==> run_1/congestion.png <==
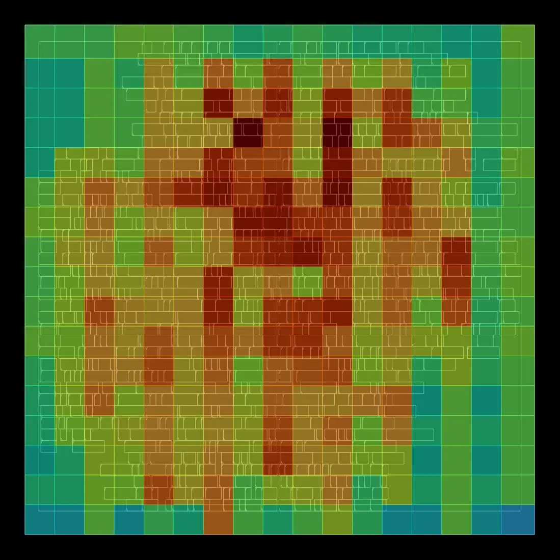
==> run_1/placement_by_type.png <==
Bar = 20 um.
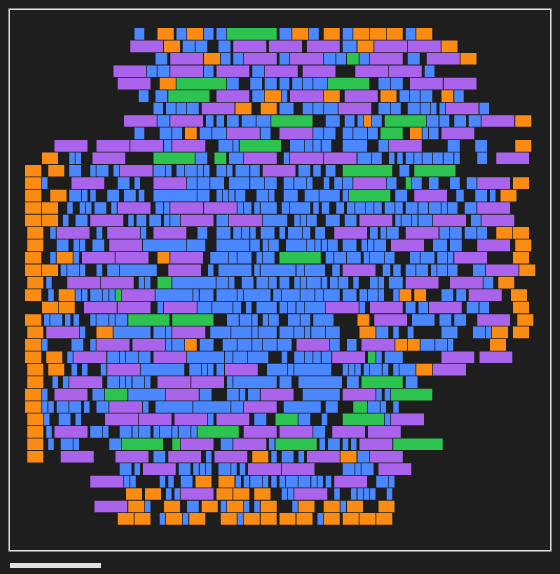
==> run_1/clk_routes.png <==
Bar = 20 um.
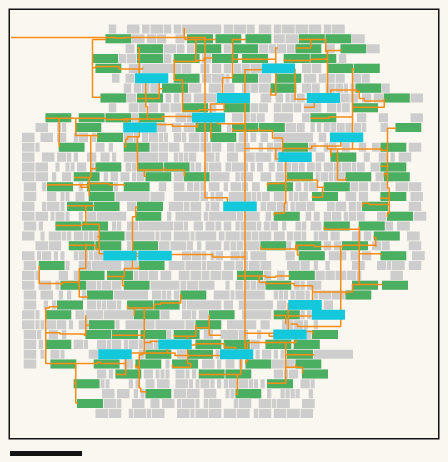
$ cat config.mk
export PLATFORM = sky130hd
export DESIGN_NAME = alu_slice_exec
export DESIGN_NICKNAME = d
export VERILOG_FILES = /design/src/rtl/alu_slice_exec.sv
export SDC_FILE = /design/constraint.sdc
export NUM_CORES = 1
export LEC_CHECK = 0
export CORE_MARGIN = 3
export CORE_UTILIZATION = 54
export CTS_CLUSTER_DIAMETER = 80
export DETAILED_ROUTE_END_ITERATION = 6
export PLACE_DENSITY = 0.9
export SETUP_SLACK_MARGIN = 0.4
export SLEW_MARGIN = 10
export SYNTH_ARGS = -nofsm -noshare
export SYNTH_HDL_FRONTEND = slang
export SYNTH_SLANG_ARGS = --single-unit
$ cat constraint.sdc
create_clock -name clk -period 5.2 [get_ports clk]
set_clock_uncertainty 0.2 [all_clocks]
set_input_delay 0.78 -clock clk [delete_from_list [all_inputs] [get_ports clk]]
set_output_delay 0.78 -clock clk [all_outputs]
set_load 0.05 [all_outputs]
$ cat src/rtl/alu_slice_exec.sv
// Slice-serial ALU: executes add/sub/and/or/slt over WIDTH/SLICE cycles, LSB slice first.
// Operands are latched on start; result, zero and illegal are registered and held between operations.
module alu_slice_exec #(
  parameter int unsigned WIDTH = 32,
  parameter int unsigned SLICE = 8
) (
  input  logic             clk,
  input  logic             rst_n,
  input  logic             start,
  input  logic [2:0]       ctrl,
  input  logic [WIDTH-1:0] a,
  input  logic [WIDTH-1:0] b,
  output logic             busy,
  output logic             done,
  output logic [WIDTH-1:0] result,
  output logic             zero,
  output logic             illegal
);

  localparam int unsigned N  = WIDTH / SLICE;
  localparam int unsigned CW = (N > 1) ? $clog2(N) : 1;

  localparam logic [2:0] OP_ADD = 3'b010;
  localparam logic [2:0] OP_SUB = 3'b110;
  localparam logic [2:0] OP_AND = 3'b000;
  localparam logic [2:0] OP_OR  = 3'b001;
  localparam logic [2:0] OP_SLT = 3'b111;

  typedef enum logic [1:0] {IDLE, RUN, FIN} state_t;

  state_t           state_q;
  logic [WIDTH-1:0] a_q, b_q, acc_q, result_q;
  logic [2:0]       ctrl_q;
  logic             carry_q, busy_q, done_q, zero_q, illegal_q;
  logic [CW-1:0]    cnt_q;

  logic [SLICE-1:0] a_k, b_k, b_op, slice_res;
  logic [SLICE:0]   sum;
  logic [WIDTH-1:0] acc_nxt, final_res;
  logic             ovf, less, legal_in, sub_in;

  // Current slice datapath and the accumulator with this slice merged in.
  always_comb begin
    a_k  = SLICE'(a_q >> (32'(cnt_q) * SLICE));
    b_k  = SLICE'(b_q >> (32'(cnt_q) * SLICE));
    b_op = (ctrl_q == OP_SUB || ctrl_q == OP_SLT) ? ~b_k : b_k;
    sum  = {1'b0, a_k} + {1'b0, b_op} + (SLICE+1)'(carry_q);
    case (ctrl_q)
      OP_AND:  slice_res = a_k & b_k;
      OP_OR:   slice_res = a_k | b_k;
      default: slice_res = sum[SLICE-1:0];
    endcase
    acc_nxt = (acc_q & ~(WIDTH'({SLICE{1'b1}}) << (32'(cnt_q) * SLICE)))
            | (WIDTH'(slice_res) << (32'(cnt_q) * SLICE));
    // Signed compare: overflow when a and ~b agree in sign but the difference does not.
    ovf       = (a_q[WIDTH-1] == ~b_q[WIDTH-1]) && (acc_nxt[WIDTH-1] != a_q[WIDTH-1]);
    less      = acc_nxt[WIDTH-1] ^ ovf;
    final_res = (ctrl_q == OP_SLT) ? WIDTH'(less) : acc_nxt;
    legal_in  = (ctrl == OP_ADD) || (ctrl == OP_SUB) || (ctrl == OP_AND) ||
                (ctrl == OP_OR)  || (ctrl == OP_SLT);
    sub_in    = (ctrl == OP_SUB) || (ctrl == OP_SLT);
  end

  always_ff @(posedge clk) begin
    if (!rst_n) begin
      state_q   <= IDLE;
      a_q       <= '0;
      b_q       <= '0;
      acc_q     <= '0;
      ctrl_q    <= '0;
      carry_q   <= 1'b0;
      cnt_q     <= '0;
      busy_q    <= 1'b0;
      done_q    <= 1'b0;
      result_q  <= '0;
      zero_q    <= 1'b0;
      illegal_q <= 1'b0;
    end else begin
      case (state_q)
        IDLE, FIN: begin
          done_q <= 1'b0;
          if (start) begin
            a_q     <= a;
            b_q     <= b;
            ctrl_q  <= ctrl;
            carry_q <= sub_in;
            cnt_q   <= '0;
            acc_q   <= '0;
            if (legal_in) begin
              state_q <= RUN;
              busy_q  <= 1'b1;
            end else begin
              // Unknown opcode completes immediately without entering RUN.
              state_q   <= FIN;
              done_q    <= 1'b1;
              result_q  <= '0;
              zero_q    <= 1'b1;
              illegal_q <= 1'b1;
            end
          end else begin
            state_q <= IDLE;
          end
        end
        RUN: begin
          acc_q   <= acc_nxt;
          carry_q <= sum[SLICE];
          cnt_q   <= cnt_q + CW'(1);
          if (cnt_q == CW'(N - 1)) begin
            state_q   <= FIN;
            busy_q    <= 1'b0;
            done_q    <= 1'b1;
            result_q  <= final_res;
            zero_q    <= (final_res == '0);
            illegal_q <= 1'b0;
          end
        end
        default: state_q <= IDLE;
      endcase
    end
  end

  assign busy    = busy_q;
  assign done    = done_q;
  assign result  = result_q;
  assign zero    = zero_q;
  assign illegal = illegal_q;

endmodule

==> ci_impl_report.md, run 1 <==
### Yosys + OpenROAD results

| Metric | Value |
|---|---|
| CTS Buffer Depth | `2` |
| Top_reg_cell synth | `dfxtp_1` |
| Ys async rst share | `0` |
| Reg clk slew, reported paths | `60 ps` |
| Post-route ant nets | `0` |
| Switch Pwr | `0.7138 mW` |
| Largest net degree at the start of global routing | `72` |
| Layout cells sized above 1 | `0.08159` |
| Worst VDD drop | `0.0002228 V` |
| Synthesis Warnings | `0` |
| Row count | `40` |
| Synthesized Nets | `849` |
| Tapcells | `168` |
| Max_slew headroom | `0.4535` |
| FF-to-FF Start | `cnt_q[0]` |
| # Cells Yosys | `765` |
| Sequential cell area | `2803 um2` |
| Filler instances | `838` |
| Endpoint class of the critical path | `flop` |
| Placed Instances | `994` |
| Slew @ Worst Pin | `816.6 ps` |
| Cell Type Count | `62` |
| Hold endpoint | `b_q[28]` |
| Post-synthesis sequential area ratio | `0.4129` |
| Main area contributors | `dfxtp_1 41%, nand2_1 9.0%, a21boi_0 8.2%, nor2b_1 6.1%, a22oi_1 5.5%` |
| Crit path DAT | `4780 ps` |
| Top cell area share | `0.4129` |
| Init Core Util | `0.5581` |
| Logic share of the area | `0.4328` |
| Dominant logic cell type in the layout | `nand2_1` |
| Flip-flops | `140` |
| NonClk Buf Share | `0.1311` |
| Clock Power | `1.30 mW` |
| Hold path startpoint | `b_q[28]` |
| Slowest cell on crit path | `mux4_1` |
| Syn_area_per_cell | `8.873 um2` |
| Comb gates | `550` |
| Metal2 WL | `8738 um` |
| Post-synth regs | `140` |
| I/O pin cnt | `106` |
| Hold Path Cell Cnt | `2` |
| Die height | `118.1 um` |
| LEAKAGE | `3.059 nW` |
| TritonCTS clock tree | `yes` |
| Insertion Delay late pin | `420 ps` |
| First-pass iteration count of the detailed router | `5` |
| Hold_ws | `263.4 ps` |
| Outcome | `completed` |
| Setup slack after placement | `757.3 ps` |
| Non-CTS inverters | `21` |
| Log Warnings | `30` |
| Dominant logic cell types in the final layout | `162 x nand2_1, 140 x dfxtp_1, 104 x clkdlybuf4s50_1` |
| Syn Inst Count | `765` |
| GRT overflow | `0` |
| Met1 Wirelength | `7403 um` |
| DR top layer | `met4` |
| Buffers outside the clock class | `115` |
| AND/OR/NAND/NOR Cells, Area Fraction | `0.1958` |
| Critical Path Stages | `14` |
| Dominant combinational family | `AND-OR/OR-AND gates` |
| Yosys top cell by area | `dfxtp_1` |
| Power Density | `331.2 nW/um2` |
| Dpl hpwl | `12100 um` |
| Min Tclk post-route | `4661 ps` |
Back to the opening pictures, congestion.png:
grt peak-use layer: met2
met1 usage: 0.3300
met3 GRT Util: 0.07977
utilization after layout: 0.7031
DR WL/cell: 17.70 um

Back to the opening pictures, placement_by_type.png:
color	class	cells
purple	flops	140
blue	combinational and other logic	571
green	clock drivers and dummy loads	32
orange	other buffers and delay cells	115

Back to the opening pictures, clk_routes.png:
[orange] clock wires | length: 1660 um
[cyan] clock drivers | count: 17
[green] flip-flops | count: 140
routed clock nets	18
flops lie	spread over the die

==> run_1/power_grid.png <==
Bar = 20 um. Pins as bars on the die edge.
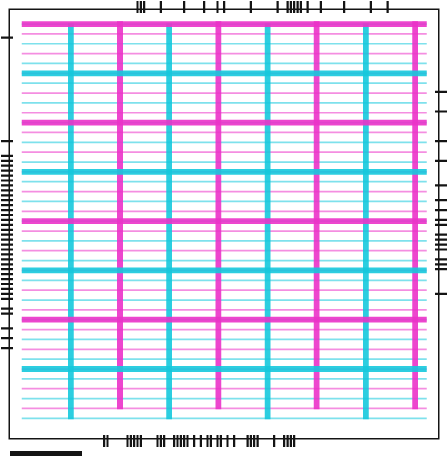

==> run 2, diff against run 1 <==
--- a/config.mk
+++ b/config.mk
@@ -6,11 +6,12 @@
 export NUM_CORES = 1
 export LEC_CHECK = 0
 export CORE_MARGIN = 3
-export CORE_UTILIZATION = 54
+export CORE_UTILIZATION = 49
 export CTS_CLUSTER_DIAMETER = 80
 export DETAILED_ROUTE_END_ITERATION = 6
-export PLACE_DENSITY = 0.9
+export PLACE_DENSITY = 0.87
 export SETUP_SLACK_MARGIN = 0.4
+export SKIP_CTS_REPAIR_TIMING = 1
 export SLEW_MARGIN = 10
 export SYNTH_ARGS = -nofsm -noshare
 export SYNTH_HDL_FRONTEND = slang
==> constraint.sdc (replaced) <==
create_clock -name clk -period 4 [get_ports clk]
set_clock_uncertainty 0.2 [all_clocks]
set_input_delay 0.6 -clock clk [delete_from_list [all_inputs] [get_ports clk]]
set_output_delay 0.6 -clock clk [all_outputs]
set_load 0.005 [all_outputs]
==> run_2/power_grid.png <==
Bar = 20 um. Pins as bars on the die edge.
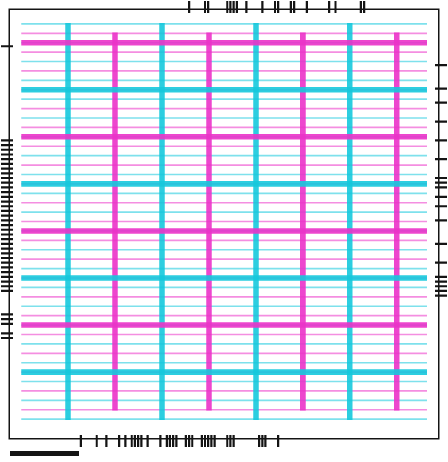
color	net
magenta	VDD
cyan	VSS
met4 straps	8
rows	42
signal pins	106

==> run 2 against run 1 <==
  * Sequential power is 31% higher
  * Die area rose by 9.7%
  * Synthesized cell count is the same
  * Area after synthesis did not move
  * Global-route usage shrank 0.93 points
  * Via count is 1.5% higher
==> ci_impl_report.md, run 2 <==
### Yosys + OpenROAD results

| Metric | Value |
|---|---|
| Outcome | `completed (unchanged)` |
| Dominant logic cell types in the final layout | `161 x nand2_1, 139 x dfxtp_1, 104 x clkdlybuf4s50_1 (was 162 x nand2_1, 140 x dfxtp_1, 104 x clkdlybuf4s50_1)` |
| Slew @ Worst Pin | `749.7 ps (was 816.6 ps)` |
| Tapcells | `176 (was 168)` |
| TritonCTS clock tree | `yes (unchanged)` |
| Log Warnings | `32 (was 30)` |
| Logic share of the area | `0.4290 (was 0.4328)` |
| Met1 Wirelength | `7565 um (was 7403 um)` |
| Crit path DAT | `3870 ps (was 4780 ps)` |
| Synthesized Nets | `849 (unchanged)` |
| Hold path startpoint | `a_q[4] (was b_q[28])` |
| Setup slack after placement | `63.17 ps (was 757.3 ps)` |
| Die height | `123.7 um (was 118.1 um)` |
| Filler instances | `1037 (was 838)` |
| Critical Path Stages | `15 (was 14)` |
| CTS Buffer Depth | `2 (unchanged)` |
| Sequential cell area | `2806 um2 (was 2803 um2)` |
| Cell Type Count | `62 (unchanged)` |
| Dominant combinational family | `AND-OR/OR-AND gates (unchanged)` |
| DR WL/cell | `18.03 um (was 17.70 um)` |
| Flip-flops | `140 (unchanged)` |
| Syn_area_per_cell | `8.873 um2 (unchanged)` |
| # Cells Yosys | `765 (unchanged)` |
| Utilization after layout | `0.6624 (was 0.7031)` |
| Hold_ws | `262.0 ps (was 263.4 ps)` |
| I/O pin cnt | `106 (unchanged)` |
| Power Density | `413.7 nW/um2 (was 331.2 nW/um2)` |
| Max_slew headroom | `0.5002 (was 0.4535)` |
| Min Tclk post-route | `3754 ps (was 4661 ps)` |
| Ys async rst share | `0 (unchanged)` |
| Post-synthesis sequential area ratio | `0.4129 (unchanged)` |
| Main area contributors | `dfxtp_1 41%, nand2_1 9.0%, a21boi_0 8.2%, nor2b_1 6.1%, a22oi_1 5.5% (unchanged)` |
| Clock Power | `1.62 mW (was 1.30 mW)` |
| Init Core Util | `0.5065 (was 0.5581)` |
| Post-route ant nets | `0 (unchanged)` |
| Non-CTS inverters | `21 (unchanged)` |
| Metal2 WL | `9432 um (was 8738 um)` |
| Top cell area share | `0.4129 (unchanged)` |
| LEAKAGE | `3.195 nW (was 3.059 nW)` |
| Placed Instances | `1011 (was 994)` |
==> run_2/placement_by_type.png <==
Bar = 20 um.
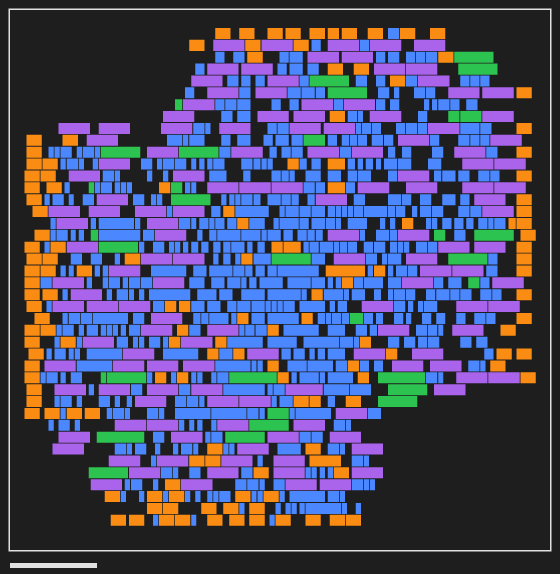

==> run 3, diff against run 2 <==
--- a/config.mk
+++ b/config.mk
@@ -5,6 +5,7 @@
 export SDC_FILE = /design/constraint.sdc
 export NUM_CORES = 1
 export LEC_CHECK = 0
+export CORE_ASPECT_RATIO = 1.1
 export CORE_MARGIN = 3
 export CORE_UTILIZATION = 49
 export CTS_CLUSTER_DIAMETER = 80
@@ -12,6 +13,7 @@
 export PLACE_DENSITY = 0.87
 export SETUP_SLACK_MARGIN = 0.4
 export SKIP_CTS_REPAIR_TIMING = 1
+export SKIP_LAST_GASP = 1
 export SLEW_MARGIN = 10
 export SYNTH_ARGS = -nofsm -noshare
 export SYNTH_HDL_FRONTEND = slang
==> run_3/placement_by_type.png <==
Bar = 20 um.
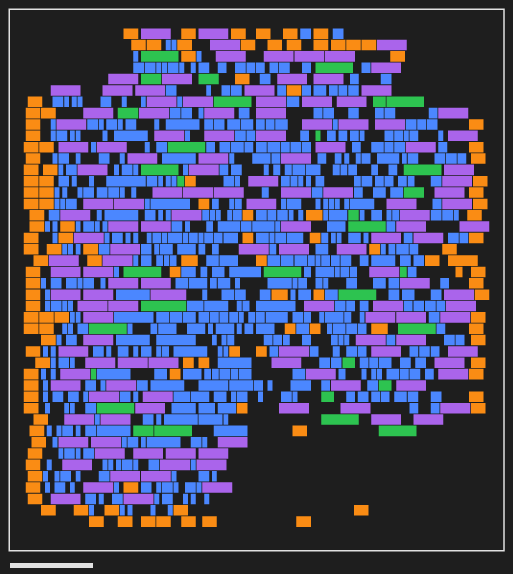
color	class	cells
blue	combinational and other logic	571
purple	flops	140
green	clock drivers and dummy loads	32
orange	other buffers and delay cells	127

==> run 3 against run 2 <==
  * Count of clock-buffer cells in the layout rose by 2
  * First-iteration DRC count fell by 18%
  * Final area fell by 1.5%
  * Clock power fell by 6%
  * Combinational power fell by 4.2%
  * Area after synthesis did not move
  * Flip-flop count did not move
  * Critical path depth fell by 2
  * Non-clock buffer count fell by 13
  * Global-route usage fell by 1.7 points
  * Cell count fell by 0.47%
  * Sequential share of layout area rose by 0.47 points
  * Critical path type unchanged
==> ci_impl_report.md, run 3 <==
### Yosys + OpenROAD results

| Metric | Value |
|---|---|
| DR WL/cell | `17.12 um (was 18.03 um)` |
| GRT overflow | `0 (unchanged)` |
| Critical Path Stages | `13 (was 15)` |
| Slew @ Worst Pin | `710.7 ps (was 749.7 ps)` |
| Post-route ant nets | `0 (unchanged)` |
| Endpoint class of the critical path | `flop (unchanged)` |
| First-pass iteration count of the detailed router | `7 (was 5)` |
| Post-synth regs | `140 (unchanged)` |
| Row count | `44 (was 42)` |
| TritonCTS clock tree | `yes (unchanged)` |
| Met3 GRT Util | `0.06111 (was 0.06040)` |
| Clock Power | `1.53 mW (was 1.62 mW)` |
| FF-to-FF Start | `cnt_q[0] (unchanged)` |
| CTS Buffer Depth | `2 (unchanged)` |
| Outcome | `completed (unchanged)` |
| Dominant logic cell type in the layout | `nand2_1 (unchanged)` |
| Sequential cell area | `2806 um2 (unchanged)` |
| # Cells Yosys | `765 (unchanged)` |
| Min Tclk post-route | `3740 ps (was 3754 ps)` |
| Largest net degree at the start of global routing | `104 (was 65)` |
| Hold endpoint | `a_q[23] (was a_q[4])` |
| Metal2 WL | `8687 um (was 9432 um)` |
| Top cell area share | `0.4129 (unchanged)` |
| Syn_area_per_cell | `8.873 um2 (unchanged)` |
| Post-synthesis sequential area ratio | `0.4129 (unchanged)` |
| Non-CTS inverters | `21 (unchanged)` |
| Met1 Wirelength | `7364 um (was 7565 um)` |
| Cell Type Count | `62 (unchanged)` |
| NonClk Buf Share | `0.1416 (was 0.1521)` |
| Filler instances | `1043 (was 1037)` |
| Syn Inst Count | `765 (unchanged)` |
| LEAKAGE | `3.135 nW (was 3.195 nW)` |
| Dominant combinational family | `AND-OR/OR-AND gates (unchanged)` |
| Synthesis Warnings | `0 (unchanged)` |
| Yosys top cell by area | `dfxtp_1 (unchanged)` |
| Max_slew headroom | `0.5245 (was 0.5002)` |
| Init Core Util | `0.5074 (was 0.5065)` |
| Utilization after layout | `0.6538 (was 0.6624)` |
| Log Warnings | `34 (was 32)` |
| Main area contributors | `dfxtp_1 41%, nand2_1 9.0%, a21boi_0 8.2%, nor2b_1 6.1%, a22oi_1 5.5% (unchanged)` |
| Hold Path Cell Cnt | `2 (unchanged)` |
| Die height | `129.4 um (was 123.7 um)` |
| Reg clk slew, reported paths | `60 ps (about the same)` |
| Dominant logic cell types in the final layout | `161 x nand2_1, 139 x dfxtp_1, 104 x clkdlybuf4s50_1 (unchanged)` |
| Flip-flops | `140 (unchanged)` |
| Placed Instances | `1016 (was 1011)` |
| Hold path startpoint | `a_q[23] (was a_q[4])` |
| Hold_ws | `263.1 ps (was 262.0 ps)` |
| DR top layer | `met4 (unchanged)` |
| Comb gates | `550 (unchanged)` |
| Top_reg_cell synth | `dfxtp_1 (unchanged)` |
| Logic share of the area | `0.4353 (was 0.4290)` |
| Met1 usage | `0.2881 (was 0.3144)` |
Power figures rest on the tool's default switching activity, not on a simulated workload.
